[src/rtl/sci_master_if.sv]
// sci_master_if: host-side request/completion bundle for sci_master.
// master drives VALID/WNR/ADDR/WDATA; slave returns READY/DONE/RDATA/ERR.
interface sci_master_if #(
  parameter int ADDR_WIDTH = 8,
  parameter int DATA_WIDTH = 8
);
  logic                  HOST_VALID;
  logic                  HOST_READY;
  logic                  HOST_WNR;
  logic [ADDR_WIDTH-1:0] HOST_ADDR;
  logic [DATA_WIDTH-1:0] HOST_WDATA;
  logic                  HOST_DONE;
  logic [DATA_WIDTH-1:0] HOST_RDATA;
  logic                  HOST_ERR;

  modport master (
    output HOST_VALID, HOST_WNR,
    output HOST_ADDR, HOST_WDATA,
    input  HOST_READY, HOST_DONE,
    input  HOST_RDATA, HOST_ERR
  );

  modport slave (
    input  HOST_VALID, HOST_WNR,
    input  HOST_ADDR, HOST_WDATA,
    output HOST_READY, HOST_DONE,
    output HOST_RDATA, HOST_ERR
  );
endinterface

[src/rtl/sci_master.sv]
// sci_master: SCI initiator; serialises one host read/write per frame.
// Ports: CLK, RSTN (sync, active-low), host (sci_master_if.slave),
// SCI_CSN/SCI_REQ out, SCI_RESP/SCI_ACK in (sampled once before use).
module sci_master #(
  parameter int ADDR_WIDTH     = 8,
  parameter int DATA_WIDTH     = 8,
  parameter int TIMEOUT_CYCLES = 256,
  parameter int GAP_CYCLES     = 4
) (
  input  logic         CLK,
  input  logic         RSTN,
  sci_master_if.slave  host,
  output logic         SCI_CSN,
  output logic         SCI_REQ,
  input  logic         SCI_RESP,
  input  logic         SCI_ACK
);
  localparam int MAXW =
    (ADDR_WIDTH > DATA_WIDTH) ? ADDR_WIDTH : DATA_WIDTH;
  localparam int BW = $clog2(MAXW) + 1;
  localparam int TW = $clog2(TIMEOUT_CYCLES + 1);
  localparam int GW = $clog2(GAP_CYCLES + 1);

  localparam logic [BW-1:0] A_LAST = BW'(ADDR_WIDTH - 1);
  localparam logic [BW-1:0] D_LAST = BW'(DATA_WIDTH - 1);
  localparam logic [TW-1:0] T_MAX  = TW'(TIMEOUT_CYCLES);
  localparam logic [GW-1:0] G_LAST = GW'(GAP_CYCLES - 1);

  typedef enum logic [2:0] {
    IDLE, CMD, ADDR, WDATA, WACK, RDATA, GAP
  } state_t;

  state_t                state;
  logic                  ack_q;
  logic                  resp_q;
  logic                  wnr_q;
  logic [ADDR_WIDTH-1:0] addr_sh;
  logic [DATA_WIDTH-1:0] data_sh;
  logic [DATA_WIDTH-1:0] rd_sh;
  logic [BW-1:0]         bcnt;
  logic [TW-1:0]         tcnt;
  logic [GW-1:0]         gcnt;

  // SCI outputs lag the state by one edge, so the frame starts
  // the cycle after the state leaves IDLE.
  always_ff @(posedge CLK) begin
    if (!RSTN) begin
      state           <= IDLE;
      ack_q           <= 1'b0;
      resp_q          <= 1'b0;
      wnr_q           <= 1'b0;
      addr_sh         <= '0;
      data_sh         <= '0;
      rd_sh           <= '0;
      bcnt            <= '0;
      tcnt            <= '0;
      gcnt            <= '0;
      SCI_CSN         <= 1'b1;
      SCI_REQ         <= 1'b0;
      host.HOST_READY <= 1'b1;
      host.HOST_DONE  <= 1'b0;
      host.HOST_ERR   <= 1'b0;
      host.HOST_RDATA <= '0;
    end else begin
      ack_q          <= SCI_ACK;
      resp_q         <= SCI_RESP;
      host.HOST_DONE <= 1'b0;
      unique case (state)
        IDLE: begin
          if (host.HOST_VALID && host.HOST_READY) begin
            wnr_q           <= host.HOST_WNR;
            addr_sh         <= host.HOST_ADDR;
            data_sh         <= host.HOST_WDATA;
            host.HOST_READY <= 1'b0;
            state           <= CMD;
          end
        end
        CMD: begin
          SCI_CSN <= 1'b0;
          SCI_REQ <= wnr_q;
          bcnt    <= '0;
          state   <= ADDR;
        end
        ADDR: begin
          SCI_REQ <= addr_sh[ADDR_WIDTH-1];
          addr_sh <= addr_sh << 1;
          bcnt    <= bcnt + BW'(1);
          if (bcnt == A_LAST) begin
            bcnt  <= '0;
            tcnt  <= '0;
            rd_sh <= '0;
            state <= wnr_q ? WDATA : RDATA;
          end
        end
        WDATA: begin
          SCI_REQ <= data_sh[DATA_WIDTH-1];
          data_sh <= data_sh << 1;
          bcnt    <= bcnt + BW'(1);
          if (bcnt == D_LAST) begin
            bcnt  <= '0;
            tcnt  <= '0;
            state <= WACK;
          end
        end
        WACK: begin
          SCI_REQ <= 1'b0;
          // ack is tested first so it wins over a limit hit
          if (ack_q) begin
            SCI_CSN        <= 1'b1;
            host.HOST_DONE <= 1'b1;
            host.HOST_ERR  <= 1'b0;
            gcnt           <= '0;
            state          <= GAP;
          end else if (tcnt == T_MAX) begin
            SCI_CSN        <= 1'b1;
            host.HOST_DONE <= 1'b1;
            host.HOST_ERR  <= 1'b1;
            gcnt           <= '0;
            state          <= GAP;
          end else begin
            tcnt <= tcnt + TW'(1);
          end
        end
        RDATA: begin
          SCI_REQ <= 1'b0;
          if (ack_q) begin
            rd_sh <= {rd_sh[DATA_WIDTH-2:0], resp_q};
            tcnt  <= '0;
            bcnt  <= bcnt + BW'(1);
            if (bcnt == D_LAST) begin
              SCI_CSN         <= 1'b1;
              host.HOST_DONE  <= 1'b1;
              host.HOST_ERR   <= 1'b0;
              host.HOST_RDATA <= {rd_sh[DATA_WIDTH-2:0], resp_q};
              bcnt            <= '0;
              gcnt            <= '0;
              state           <= GAP;
            end
          end else if (tcnt == T_MAX) begin
            SCI_CSN         <= 1'b1;
            host.HOST_DONE  <= 1'b1;
            host.HOST_ERR   <= 1'b1;
            host.HOST_RDATA <= '0;
            bcnt            <= '0;
            gcnt            <= '0;
            state           <= GAP;
          end else begin
            tcnt <= tcnt + TW'(1);
          end
        end
        GAP: begin
          gcnt <= gcnt + GW'(1);
          if (gcnt == G_LAST) begin
            host.HOST_READY <= 1'b1;
            state           <= IDLE;
          end
        end
        default: state <= IDLE;
      endcase
    end
  end
endmodule

[src/flat_wrapper.sv]
// flat-port wrapper written by rule: the top's interface ports become plain ports
module sci_master_flat 
#(
  parameter int ADDR_WIDTH     = 8,
  parameter int DATA_WIDTH     = 8,
  parameter int TIMEOUT_CYCLES = 256,
  parameter int GAP_CYCLES     = 4
)
  (CLK, RSTN, SCI_CSN, SCI_REQ, SCI_RESP, SCI_ACK, host_HOST_VALID, host_HOST_WNR, host_HOST_ADDR, host_HOST_WDATA, host_HOST_READY, host_HOST_DONE, host_HOST_RDATA, host_HOST_ERR);
  sci_master_if #(.ADDR_WIDTH(ADDR_WIDTH), .DATA_WIDTH(DATA_WIDTH)) host_i ();
  input  logic CLK;
  input  logic RSTN;
  output logic SCI_CSN;
  output logic SCI_REQ;
  input  logic SCI_RESP;
  input  logic SCI_ACK;
  input wire logic [$bits(host_i.HOST_VALID)-1:0] host_HOST_VALID;
  input wire logic [$bits(host_i.HOST_WNR)-1:0] host_HOST_WNR;
  input wire logic [$bits(host_i.HOST_ADDR)-1:0] host_HOST_ADDR;
  input wire logic [$bits(host_i.HOST_WDATA)-1:0] host_HOST_WDATA;
  output wire logic [$bits(host_i.HOST_READY)-1:0] host_HOST_READY;
  output wire logic [$bits(host_i.HOST_DONE)-1:0] host_HOST_DONE;
  output wire logic [$bits(host_i.HOST_RDATA)-1:0] host_HOST_RDATA;
  output wire logic [$bits(host_i.HOST_ERR)-1:0] host_HOST_ERR;
  assign host_i.HOST_VALID = host_HOST_VALID;
  assign host_i.HOST_WNR = host_HOST_WNR;
  assign host_i.HOST_ADDR = host_HOST_ADDR;
  assign host_i.HOST_WDATA = host_HOST_WDATA;
  assign host_HOST_READY = host_i.HOST_READY;
  assign host_HOST_DONE = host_i.HOST_DONE;
  assign host_HOST_RDATA = host_i.HOST_RDATA;
  assign host_HOST_ERR = host_i.HOST_ERR;
  sci_master #(.ADDR_WIDTH(ADDR_WIDTH), .DATA_WIDTH(DATA_WIDTH), .TIMEOUT_CYCLES(TIMEOUT_CYCLES), .GAP_CYCLES(GAP_CYCLES)) u_core (.CLK(CLK), .RSTN(RSTN), .host(host_i), .SCI_CSN(SCI_CSN), .SCI_REQ(SCI_REQ), .SCI_RESP(SCI_RESP), .SCI_ACK(SCI_ACK));
endmodule
[config.mk]
export PLATFORM = sky130hd
export DESIGN_NAME = sci_master_flat
export DESIGN_NICKNAME = d
export VERILOG_FILES = /design/src/rtl/sci_master_if.sv /design/src/rtl/sci_master.sv /design/src/flat_wrapper.sv
export SDC_FILE = /design/constraint.sdc
export NUM_CORES = 1
export LEC_CHECK = 0
export CORE_MARGIN = 5
export CORE_UTILIZATION = 25
export DETAILED_ROUTE_END_ITERATION = 10
export GPL_ROUTABILITY_DRIVEN = 0
export GPL_TIMING_DRIVEN = 1
export PLACE_DENSITY = 0.41
export SLEW_MARGIN = 25
export SYNTH_ARGS = -nofsm -noshare
export SYNTH_HDL_FRONTEND = slang
export SYNTH_SLANG_ARGS = --single-unit
[constraint.sdc]
create_clock -name CLK -period 2.99 [get_ports CLK]
set_input_delay 0.299 -clock CLK [delete_from_list [all_inputs] [get_ports CLK]]
set_output_delay 0.299 -clock CLK [all_outputs]
set_load 0.1 [all_outputs]
Run 1, cell classes on the final placement:
Bar = 20 um. Fill, decap, tap and diode cells in gray.
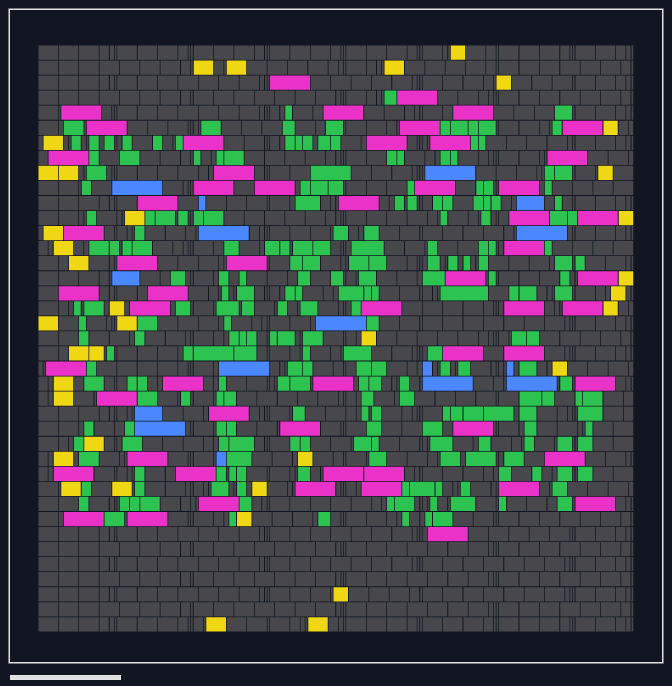
- green: all other logic (cells 240; share of their area 48%)
- blue: clock drivers and dummy loads (cells 16; share of their area 8.4%)
- magenta: flip-flops (cells 58; share of their area 34%)
- yellow: other buffers and delay cells (cells 37; share of their area 9.7%)
flop share of the area: 32.5%
final instance area: 3570 um^2
core area: 11400 um^2

Run 1, clock wires, drivers and flops:
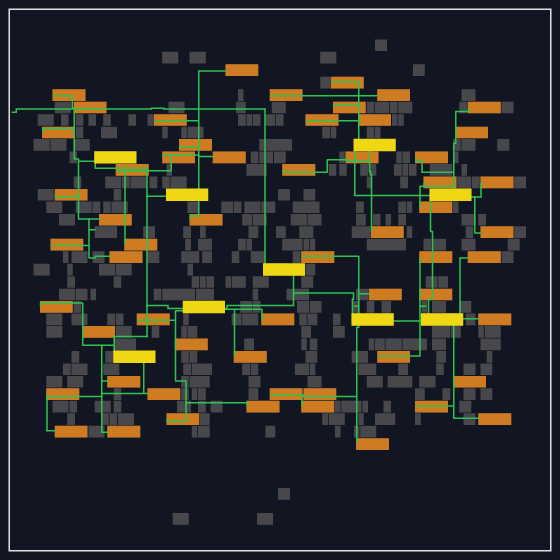
- yellow: cells driving clock nets (count 9)
- orange: flip-flops (count 58)
- green: clock wires (length 992 um)
- routed clock nets: 10
Skew-Pair Late Insertion Delay: 0.32 ns
clock power share: 48.0%
Clock Power: 0.974 mW
Setup Skew: 0.00591 ns

==> run_results.csv, run 1 <==
group,metric,value,unit
status,status,"finished clean",
routing,drt-total-wl,6830,um
logic_synthesis,yosys.area_share.simple,25.9,%
global_route,grtUsageTotal,10.1,%
logic_synthesis,ys_sh_adder,2.15,%
final_layout,largest_reg_flops,9,
clocking,cts_tree,"yes",
min_path,hold_depth,2,
timing,fin_tns_setup,0,ns
critical_path,r2r_cells,4,
critical_path,critical_path.top_delay_family,"simple AND/OR/NAND/NOR gates",
placed_design,dpl.hpwl,4590,um
final_layout,nFillCells,1204,
critical_path,critPathLaunch,"u_core.state[2]",
placed_design,post-place-cells,478,
clocking,numCtsBuffers,9,
power,finalPower,2.03,mW
logic_synthesis,top_cells_by_count,"dfxtp_1, a21oi_1, nand2_1, mux2i_1, o21ai_0",
placed_design,numPortBuffers,34,
routing,ant_nets,0,
logic_synthesis,yosys.area_share.xor_xnor,0,%
logic_synthesis,synthCells,319,
logic_synthesis,synth_flops,58,
logic_synthesis,yosys_warnings,0,
routing,vias,2361,
final_layout,drive_gt1_share,12.8,%
final_layout,clock_area_share,7.95,%
routing,wl_met1,3280,um
min_path,min-delay-start,"u_core.rd_sh[6]",
power,seqPwrFrac,41.5,%
timing,hold_violations,0,
critical_path,worst_setup_path_start_kind,"register",
final_layout,antenna_cells,0,
global_route,grtUsageMet2,15.7,%
job,drv_cap,0,
logic_synthesis,top_logic_kind,"simple AND/OR/NAND/NOR gates",
clocking,ctsResizeCount,0,
clocking,postCtsHoldBufs,0,
final_layout,layout.cells.most_common,"dfxtp_1",
final_layout,dominant_cells,"combinational gates",
final_layout,buffer_area_share,9.24,%
final_layout,syn2layout_area_growth,22.9,%
critical_path,r2r_slack,0.91,ns
routing,drt-pass1-iter-count,5,
floorplanning,initial_core_util,25.5,%
critical_path,cp_max_fo,21,
global_route,top_usage_layer,"met2",
routing,vias_per_cell,4.78,
power,power_leader,"clock",
routing,maxUsedRoutingLayer,"met4",
critical_path,worstPathArrival,2.28,ns
global_route,overflow,0,
critical_path,path_class,"reg -> reg",
power,p_per_area,568,nW/um^2
logic_synthesis,syn_area_per_cell,9.12,um^2
timing,maxClockFrequency,481,MHz
global_route,grt_pass1_wl,11500,um
final_layout,nClkBuffers,14,
routing,drcViolationCount,0,
timing,timing.hold.ws,0.454,ns
logic_synthesis,syn_area,2910,um^2
final_layout,flop_area,1160,um^2
min_path,hold_end,"u_core.rd_sh[6]",
critical_path,cpPeakStageDelay,0.75,ns
floorplanning,ios,35,
timing,timing.slew.headroom,54.9,%
critical_path,path_depth,4,
logic_synthesis,yosysSeqAreaShare,39.9,%
timing,fin_ws,0.911,ns
critical_path,cp_num_buf_inv,0,
critical_path,critPathCaptureType,"register",
logic_synthesis,top_cells_by_area,"dfxtp_1, mux2i_1, a21oi_1",
timing,period_needed,2.08,ns
global_route,antenna_found_initial,0,
clocking,cts_max_level,3,
final_layout,comb_cells,235,
final_layout,comb_share,44.8,%
power,comb_power_share,10.6,%
power,p_switching,0.498,mW
power,swShare,24.5,%
critical_path,cp_slowest_cell,"dfxtp_1",
final_layout,comb_area,1600,um^2
power,p_leak,1.29,nW
final_layout,n_all_inverters,5,
power,pg_seq,0.842,mW
logic_synthesis,compound_area_share,18.3,%
critical_path,worstPathRequired,3.19,ns
clocking,cts_setup_buffers,0,
timing,worst_pin_slew,0.676,ns
logic_synthesis,yosys-stat-cells,319,
logic_synthesis,yosys_area,2910,um^2
logic_synthesis,yosysMostFrequentCell,"dfxtp_1",
timing,min_period_over_period,69.5,%
final_layout,lay_top_cells,"dfxtp_1, a21oi_1, nand2_1",
job,warnings,27,
placed_design,dp_slack,0.898,ns
logic_synthesis,synth_top_area_share,39.9,%
routing,dr_wl_met2,3140,um
clocking,cts.sinks,58,
critical_path,path_cells,"and3b_1 -> nor4b_4 -> or3b_1 -> a21oi_1",
timing,slew_violations,0,
global_route,use_met3,4.37,%
final_layout,regMostFlops,"u_core.tcnt",
logic_synthesis,synth.area.mux_share,8.65,%
Run 1, supply network:
Pins as bars on the die edge. Tap cells in gray.
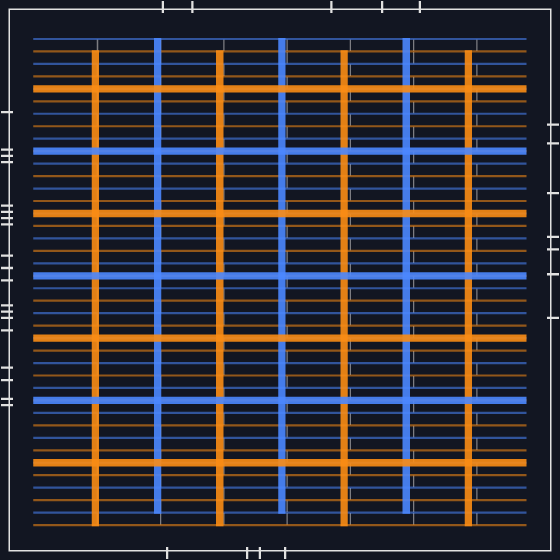
- blue: VDD
- orange: VSS
- signal pins: 35
- rows: 39
- met5 straps: 7
- met1 rails: 40
- tap cells: 143
Die Wd: 118 um
worst ir drop on vdd: 332 uV
Die H: 118 um

Run 1, cell outlines without signal wires:
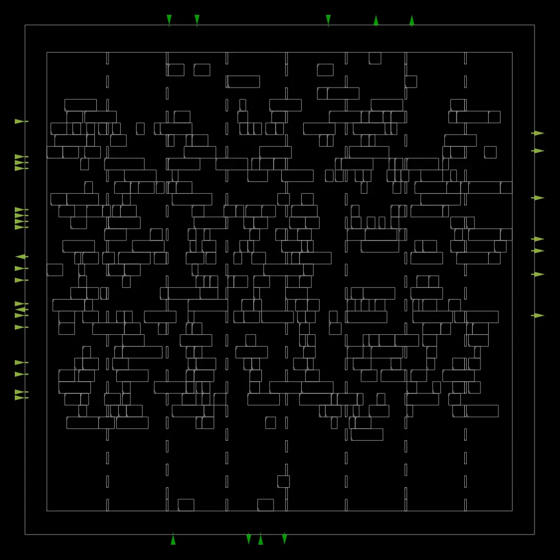
Row Count: 39
Flops: 58
Well-Tap Cells: 143
Post-Route Utilization: 31.3%

==> inputs of run 2 (changes only) <==
clock period = 2.1 ns   (was 2.99 ns; I/O delays follow)
==> run_results.csv, run 2 <==
group,metric,value,unit
status,status,"finished clean",
global_route,grt_pass1_vias,2444,
power,seqPwrFrac,37.6,%
critical_path,r2r_cells,5,
timing,worst_pin_slew,0.573,ns
final_layout,clock_area_share,9.17,%
clocking,numCtsBuffers,9,
final_layout,fin_util,32.4,%
clocking,ctsResizeCount,0,
power,swShare,23.3,%
final_layout,drive_gt1_share,15.3,%
critical_path,cp_num_buf_inv,1,
logic_synthesis,synth_top_area_share,39.9,%
global_route,grt_max_degree,33,
critical_path,r2r_slack,0.22,ns
power,pg_seq,1.19,mW
logic_synthesis,ys_sh_adder,2.15,%
logic_synthesis,yosys.area_share.xor_xnor,0,%
critical_path,worstPathArrival,2.08,ns
final_layout,n_all_inverters,5,
final_layout,antenna_cells,0,
timing,maxClockFrequency,533,MHz
power,p_per_area,858,nW/um^2
timing,period_needed,1.88,ns
final_layout,regMostFlops,"u_core.tcnt",
routing,wl_met1,3340,um
critical_path,cp_slowest_cell,"dfxtp_1",
global_route,overflow,0,
routing,vias,2407,
global_route,grtUsageTotal,10.3,%
clocking,cts_max_level,3,
logic_synthesis,top_cells_by_count,"dfxtp_1, a21oi_1, nand2_1, mux2i_1, o21ai_0",
power,power_leader,"clock",
global_route,grt_pass1_wl,11900,um
logic_synthesis,syn_area,2910,um^2
critical_path,worst_setup_path_start_kind,"register",
critical_path,path_class,"reg -> reg",
job,drv_cap,0,
logic_synthesis,synth.distinct_cells,64,
final_layout,nFillCells,1212,
logic_synthesis,yosys-stat-cells,319,
placed_design,post-place-cells,486,
final_layout,syn2layout_area_growth,27.1,%
placed_design,dpl.hpwl,4770,um
power,p_comb,0.324,mW
critical_path,cp_max_fo,16,
routing,drt-total-wl,6910,um
clocking,postCtsHoldBufs,0,
power,comb_power_share,10.2,%
power,p_switching,0.740,mW
global_route,top_usage_layer,"met2",
floorplanning,die_h,118,um
logic_synthesis,edf_count,0,
power,finalPower,3.17,mW
final_layout,fin_nets,381,
min_path,hold_depth,2,
routing,drcViolationCount,0,
final_layout,lay_top_cells,"dfxtp_1, a21oi_1, nand2_1",
timing,fin_ws,0.224,ns
clocking,cts_setup_buffers,0,
floorplanning,die_x,118,um
floorplanning,fp-row-count,39,
logic_synthesis,synth_flops,58,
logic_synthesis,synthArstFlopShare,0,%
timing,hold_violations,0,
logic_synthesis,yosys_area,2910,um^2
power,pwr-share-clk,52.2,%
timing,finClkSkew,0.00538,ns
timing,fin_tns_setup,0,ns
critical_path,critPathCaptureType,"register",
critical_path,crit_path_end,"u_core.rd_sh[4]",
routing,vias_per_cell,4.79,
logic_synthesis,yosys_warnings,0,
final_layout,buffer_area_share,10.6,%
timing,slew_violations,0,
timing,timing.hold.ws,0.454,ns
floorplanning,coreArea,11400,um^2
clocking,clk_latency,0.33,ns
critical_path,critPathLaunch,"u_core.state[1]",
logic_synthesis,synthCells,319,
routing,drt-pass1-iter-count,4,
timing,min_period_over_period,89.3,%
final_layout,comb_share,43.5,%
placed_design,numPortBuffers,34,
final_layout,largest_reg_flops,9,
critical_path,worstPathRequired,2.31,ns
final_layout,dominant_cells,"combinational gates",
floorplanning,initial_core_util,25.5,%
final_layout,flop_area,1160,um^2
power,p_int,2.43,mW
final_layout,fin_area,3700,um^2
timing,setup_viol,0,
critical_path,cpPeakStageDelay,0.61,ns
clocking,cts_tree,"yes",
critical_path,path_cells,"buf_4 -> or3b_1 -> o21a_1 -> nand2_1 -> a21oi_1",
power,clock_power,1.66,mW
final_layout,ff_count,58,
logic_synthesis,top_cells_by_area,"dfxtp_1, mux2i_1, a21oi_1",
logic_synthesis,top_logic_kind,"simple AND/OR/NAND/NOR gates",
global_route,antenna_found_initial,0,
floorplanning,n_tap_cell,143,
min_path,hold_end,"u_core.rd_sh[6]",
global_route,use_met3,3.70,%
placed_design,dp_slack,0.131,ns
timing,timing.slew.headroom,61.7,%
logic_synthesis,compound_area_share,18.3,%
min_path,min-delay-start,"u_core.rd_sh[6]",
final_layout,comb_area,1610,um^2
job,warnings,27,
power,p_leak,1.35,nW
routing,dr_wl_met2,3140,um
clocking,cts_root_buf,"clkbuf_16",
global_route,grtUsageMet2,16.1,%
logic_synthesis,synth.area.mux_share,8.65,%
final_layout,seq_share,31.4,%
critical_path,critical_path.top_delay_family,"flip-flops",
logic_synthesis,syn_nets,346,
global_route,grt_util_met1,13.1,%
routing,maxUsedRoutingLayer,"met4",
power,ir_worst_vdd,436,uV
logic_synthesis,yosys.area_share.simple,25.9,%
final_layout,comb_cells,235,
final_layout,instances_no_fill,502,
final_layout,nClkBuffers,12,
logic_synthesis,yosysMostFrequentCell,"dfxtp_1",
clocking,cts.sinks,58,
logic_synthesis,yosysSeqAreaShare,39.9,%
logic_synthesis,syn_area_per_cell,9.12,um^2
min_path,min_path_type,"reg -> reg",
floorplanning,ios,35,
clocking,cts.clk_slew.worst_paths,0.05,ns
critical_path,path_depth,5,
final_layout,layout.cells.most_common,"dfxtp_1",
timing,rsz0062_at_grt,"false",
routing,ant_nets,0,
Run 2, cell classes on the final placement:
Bar = 20 um. Fill, decap, tap and diode cells in gray.
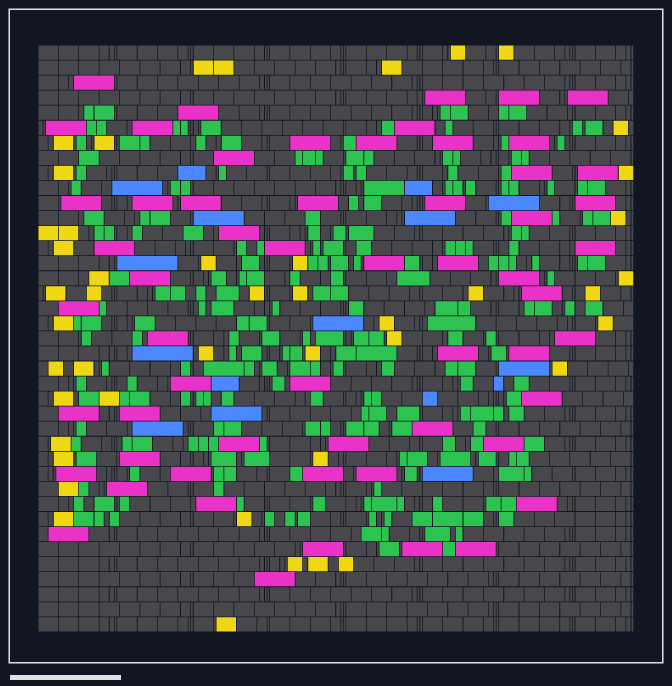
- green: all other logic (cells 240; share of their area 46%)
- magenta: flip-flops (cells 58; share of their area 33%)
- yellow: other buffers and delay cells (cells 45; share of their area 11%)
- blue: clock drivers and dummy loads (cells 16; share of their area 9.6%)

Run 2, clock wires, drivers and flops:
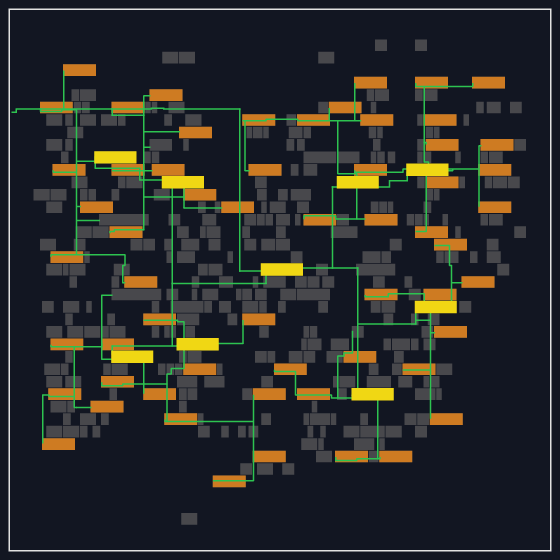
- green: clock wires (length 1000 um)
- yellow: cells driving clock nets (count 9)
- orange: flip-flops (count 58)
- routed clock nets: 10

Power and IR drop assume default switching activity.
